File: src/rtl/mux2_arb_pkg.sv
// Shared constants for the round-robin 2:1 mux arbiter: source IDs, output-register
// state encoding and the default data width.
package mux2_arb_pkg;

    localparam logic SRC_A = 1'b0;
    localparam logic SRC_B = 1'b1;

    localparam logic [0:0] EMPTY = 1'b0;
    localparam logic [0:0] FULL  = 1'b1;

    localparam int DATA_W = 4;

    typedef logic src_t;

    function automatic src_t otherSrc(input src_t s);
        return (s == SRC_A) ? SRC_B : SRC_A;
    endfunction

endpackage

File: src/rtl/mux2_rr_arbiter_if.sv
// Bus bundle for mux2_rr_arbiter: two requester handshakes plus the downstream output.
// Counter signals exist only when MUX2_RR_ARBITER_STATS_EN is defined.
interface mux2_rr_arbiter_if
    import mux2_arb_pkg::*;
#(
    parameter int W = DATA_W
) ();

    logic         a_valid;
    logic [W-1:0] a_data;
    logic         a_ready;
    logic         b_valid;
    logic [W-1:0] b_data;
    logic         b_ready;
    logic         sel;
    logic         out_valid;
    logic         out_ready;
    logic [W-1:0] X;
    logic         out_src;
`ifdef MUX2_RR_ARBITER_STATS_EN
    logic [7:0]   cnt_a;
    logic [7:0]   cnt_b;
`endif

    modport slave (
        input  a_valid, a_data, b_valid, b_data, out_ready,
        output a_ready, b_ready, sel, out_valid, X, out_src
`ifdef MUX2_RR_ARBITER_STATS_EN
        , output cnt_a, cnt_b
`endif
    );

    modport master (
        output a_valid, a_data, b_valid, b_data, out_ready,
        input  a_ready, b_ready, sel, out_valid, X, out_src
`ifdef MUX2_RR_ARBITER_STATS_EN
        , input cnt_a, cnt_b
`endif
    );

endinterface

File: src/rtl/mux2_rr_arbiter_mux2w.sv
// Parameterized W-bit combinational 2:1 mux used as the arbiter's shared datapath.
module mux2w #(
    parameter int W = 4
) (
    input  logic [W-1:0] A,
    input  logic [W-1:0] B,
    input  logic         S,
    output logic [W-1:0] X
);

    assign X = S ? B : A;

endmodule

File: src/rtl/mux2_rr_arbiter.sv
// Round-robin arbiter sharing one 2:1 mux between requesters A and B, feeding a
// one-entry output register. Define MUX2_RR_ARBITER_STATS_EN for per-source counters.
module mux2_rr_arbiter
    import mux2_arb_pkg::*;
#(
    parameter int W = DATA_W
) (
    input  logic              clk,
    input  logic              rst_n,
    mux2_rr_arbiter_if.slave  bus
);

    logic [0:0]   r_state;
    logic [W-1:0] r_x;
    logic         r_outSrc;
    logic         r_lastGrant;
    logic         r_sel;

    logic         w_grantA;
    logic         w_grantB;
    logic         w_sel;
    logic         w_canAccept;
    logic         w_aReady;
    logic         w_bReady;
    logic         w_accept;
    logic [W-1:0] w_muxOut;

    // On a tie the requester that did not win the last accepted word goes first.
    always_comb begin
        w_grantA = 1'b0;
        w_grantB = 1'b0;
        if (bus.a_valid && bus.b_valid) begin
            if (r_lastGrant == SRC_B) begin
                w_grantA = 1'b1;
            end else begin
                w_grantB = 1'b1;
            end
        end else if (bus.a_valid) begin
            w_grantA = 1'b1;
        end else if (bus.b_valid) begin
            w_grantB = 1'b1;
        end
    end

    assign w_sel       = w_grantB ? SRC_B : (w_grantA ? SRC_A : r_sel);
    assign w_canAccept = (r_state == EMPTY) || bus.out_ready;
    assign w_aReady    = rst_n && w_grantA && w_canAccept;
    assign w_bReady    = rst_n && w_grantB && w_canAccept;
    assign w_accept    = w_aReady || w_bReady;

    mux2w #(.W(W)) u_mux (
        .A (bus.a_data),
        .B (bus.b_data),
        .S (w_sel),
        .X (w_muxOut)
    );

    always_ff @(posedge clk or negedge rst_n) begin
        if (!rst_n) begin
            r_state     <= EMPTY;
            r_x         <= '0;
            r_outSrc    <= SRC_A;
            r_lastGrant <= SRC_B;
            r_sel       <= SRC_A;
        end else begin
            r_sel <= w_sel;
            if (w_accept) begin
                r_x         <= w_muxOut;
                r_outSrc    <= w_sel;
                r_lastGrant <= w_sel;
                r_state     <= FULL;
            end else if ((r_state == FULL) && bus.out_ready) begin
                r_state <= EMPTY;
            end
        end
    end

`ifdef MUX2_RR_ARBITER_STATS_EN
    logic [7:0] r_cntA;
    logic [7:0] r_cntB;

    always_ff @(posedge clk or negedge rst_n) begin
        if (!rst_n) begin
            r_cntA <= '0;
            r_cntB <= '0;
        end else begin
            if (w_aReady) r_cntA <= r_cntA + 8'd1;
            if (w_bReady) r_cntB <= r_cntB + 8'd1;
        end
    end

    assign bus.cnt_a = r_cntA;
    assign bus.cnt_b = r_cntB;
`endif

    assign bus.a_ready   = w_aReady;
    assign bus.b_ready   = w_bReady;
    assign bus.sel       = w_sel;
    assign bus.out_valid = (r_state == FULL);
    assign bus.X         = r_x;
    assign bus.out_src   = r_outSrc;

endmodule

File: src/flat_wrapper.sv
// flat-port wrapper written by rule: the top's interface ports become plain ports
module mux2_rr_arbiter_flat import mux2_arb_pkg::*;
#(
    parameter int W = DATA_W
)
  (clk, rst_n, bus_a_valid, bus_a_data, bus_b_valid, bus_b_data, bus_out_ready, bus_a_ready, bus_b_ready, bus_sel, bus_out_valid, bus_X, bus_out_src);
  mux2_rr_arbiter_if #(.W(W)) bus_i ();
  input  logic clk;
  input  logic rst_n;
  input wire logic [$bits(bus_i.a_valid)-1:0] bus_a_valid;
  input wire logic [$bits(bus_i.a_data)-1:0] bus_a_data;
  input wire logic [$bits(bus_i.b_valid)-1:0] bus_b_valid;
  input wire logic [$bits(bus_i.b_data)-1:0] bus_b_data;
  input wire logic [$bits(bus_i.out_ready)-1:0] bus_out_ready;
  output wire logic [$bits(bus_i.a_ready)-1:0] bus_a_ready;
  output wire logic [$bits(bus_i.b_ready)-1:0] bus_b_ready;
  output wire logic [$bits(bus_i.sel)-1:0] bus_sel;
  output wire logic [$bits(bus_i.out_valid)-1:0] bus_out_valid;
  output wire logic [$bits(bus_i.X)-1:0] bus_X;
  output wire logic [$bits(bus_i.out_src)-1:0] bus_out_src;
  assign bus_i.a_valid = bus_a_valid;
  assign bus_i.a_data = bus_a_data;
  assign bus_i.b_valid = bus_b_valid;
  assign bus_i.b_data = bus_b_data;
  assign bus_i.out_ready = bus_out_ready;
  assign bus_a_ready = bus_i.a_ready;
  assign bus_b_ready = bus_i.b_ready;
  assign bus_sel = bus_i.sel;
  assign bus_out_valid = bus_i.out_valid;
  assign bus_X = bus_i.X;
  assign bus_out_src = bus_i.out_src;
  mux2_rr_arbiter #(.W(W)) u_core (.clk(clk), .rst_n(rst_n), .bus(bus_i));
endmodule
File: config.mk
export PLATFORM = sky130hd
export DESIGN_NAME = mux2_rr_arbiter_flat
export DESIGN_NICKNAME = d
export VERILOG_FILES = /design/src/rtl/mux2_arb_pkg.sv /design/src/rtl/mux2_rr_arbiter_if.sv /design/src/rtl/mux2_rr_arbiter_mux2w.sv /design/src/rtl/mux2_rr_arbiter.sv /design/src/flat_wrapper.sv
export SDC_FILE = /design/constraint.sdc
export NUM_CORES = 1
export LEC_CHECK = 0
export CAP_MARGIN = 0
export CORE_AREA = 3 3 40 42
export CTS_CLUSTER_DIAMETER = 100
export DETAILED_ROUTE_END_ITERATION = 7
export DIE_AREA = 0 0 43 45
export GPL_TIMING_DRIVEN = 0
export PLACE_DENSITY_LB_ADDON = 0.08
export SYNTH_ARGS = -nofsm -noshare
export SYNTH_HDL_FRONTEND = slang
export SYNTH_SLANG_ARGS = --single-unit
File: constraint.sdc
create_clock -name clk -period 2.3 [get_ports clk]
set_clock_uncertainty 0.05 [all_clocks]
set_input_delay 0.69 -clock clk [delete_from_list [all_inputs] [get_ports clk]]
set_output_delay 0.69 -clock clk [all_outputs]
set_load 0.005 [all_outputs]
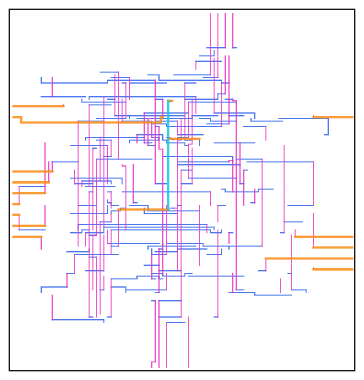
Fig. 1. Metal layers overlaid.
(8 px per um)
colour	layer	wire length
cyan	M4	13.6 um
magenta	M2	532 um
blue	M1	523 um
orange	M3	90.8 um
Routed wire per std cell: 13.2 um
Tot GR Track Use: 12.7%

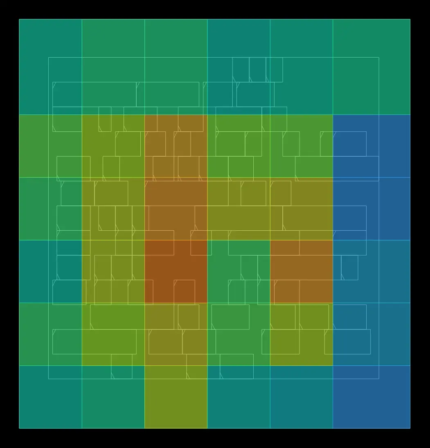
Fig. 2. Routing congestion map.
M3 GR Usage: 5.18%
met1 Resource Use GR: 15.3%
met2 Resource Use GR: 21.0%
grt peak-use layer: met2
Core Util, Final: 57.5%

==> impl_metrics.csv <==
group,metric,value,unit
clocking,post-cts-setup-buffers,4,
power,p_per_area,675,mW/mm2
route,highest_layer,"met4",
sta,relSlewSlack,76.2,%
power,p_sw,149,uW
cells_and_area,largest_reg_flops,4,
setup_path,worst_ep_arrival_time,1490,ps
sta,finalWorstSetupSlack,67.4,ps
setup_path,critPathLaunch,"bus_out_ready",
place,preCtsSetupSlack,-1050,ps
clocking,cts-root-buf,"clkbuf_4",
cells_and_area,combAreaFraction,32.8,%
floorplan,fp.dieH,45,um
setup_path,path_cells,"dlygate4sd2_1 > nand2b_4 > buf_6 > and4_1 > buf_2",
power,intPower,350,uW
flow_run,cap_viol_max_count,0,
yosys,ys_sh_mux,0,%
place,place_hpwl,831,um
sta,setup_viol,0,
yosys,async_reset_ff_share,100,%
global_route,grt_max_degree,11,
power,power.total,499,uW
setup_path,worstSetupEndpoint,"bus_a_ready",
cells_and_area,layout_top_cells,"clkdlybuf4s50_1 (14), a31oi_1 (7), dfrtp_1 (7)",
route,via_per_inst,5.13,
floorplan,chipArea,0.00194,mm2
clocking,cts_tree,"built",
sta,rsz0062_at_grt,"false",
setup_path,timing.rr.start,"u_core.r_lastGrant$_DFFE_PN1P_",
yosys,logic_family,"AND-OR/OR-AND gates",
yosys,synth-xor-area-share,0,%
floorplan,io_pins,22,
cells_and_area,final-clk-cell-share,3.55,%
cells_and_area,largestClassByArea,"buffers",
cells_and_area,numSequentialCells,8,
hold_path,hp-class,"in -> async",
floorplan,rows,13,
place,dp_cells,80,
cells_and_area,fin_area,739,um2
yosys,yosys_cells,44,
cells_and_area,logic_area,243,um2
cells_and_area,fin_cells,88,
power,peakVddDrop,0.000338,V
setup_path,critPathCaptureType,"primary output",
yosys,yosys.stat.seqShare,46.3,%
global_route,antenna_found_initial,0,
flow_run,warnings,26,
clocking,clkSlewWorstSetupHoldPaths,60,ps
yosys,ys_sh_simple,19.0,%
yosys,synth_top_area_share,40.2,%
cells_and_area,regArea,201,um2
yosys,yosysTopAreaCell,"dfrtp_1",
route,drt_iter0_drc,8,
sta,setup_tns,0,ps
setup_path,path_max_fanout,4,
setup_path,critPathBufInv,3,
yosys,ff_type,"dfrtp_1",
yosys,syn_inst,44,
clocking,cts_max_level,1,
place,placed_area,664,um2
cells_and_area,signal_buffers,28,
yosys,yosysChipArea,435,um2
cells_and_area,nNonClkInverters,1,
power,pwr-share-comb,35.8,%
setup_path,reg2reg_setup_slack,1030,ps
status,outcome,"complete, no violations",
cells_and_area,mostFrequentLayoutCell,"clkdlybuf4s50_1",
sta,fmax,448,MHz
clocking,hold_buffers,0,
setup_path,cp_slowest_cell,"dlygate4sd2_1",
place,portBuffers,21,
yosys,synth.avg_cell_area,9.90,um2
power,pg_clk,124,uW
yosys,edf_count,0,
cells_and_area,n_antenna_cell,0,
floorplan,fp_util,33.9,%
cells_and_area,nonClkBufAreaFrac,33.3,%
setup_path,cp_num_cells,5,
yosys,syn_area,435,um2
clocking,insertion_delay,260,ps
power,swShare,29.9,%
cells_and_area,area_growth,69.8,%
cells_and_area,layout.nets,87,
clocking,cts_buffers,3,
setup_path,critical-path-top-delay-family,"buffers and inverters",
yosys,area_leaders,"dfrtp_1 (40%), a31oi_1 (10%), nand3_1 (6.9%)",
route,ant_nets,0,
cells_and_area,seq_share,27.2,%
sta,drv_slew,0,
route,drt-met1-wl,522,um
setup_path,r2r_cells,3,
clocking,cts_sinks,8,
power,p_comb,179,uW
yosys,ys_warn_count,0,
cells_and_area,fillers,130,
power,seq-power,196,uW
power,power.leakage,0.000311,uW
route,wirelength,1.16,mm
setup_path,critPathRequiredTime,1560,ps
sta,fin_crit_sh,97.1,%
setup_path,worst_path_largest_cell_delay,220,ps
sta,period_minus_slack,2230,ps
sta,holdWs,215,ps
floorplan,dieWidth,43,um
clocking,cts_buffer_depth,2,
yosys,ys_sh_aoi,30.7,%
power,seqPwrFrac,39.3,%
Power is estimated from default activity; no workload was simulated.
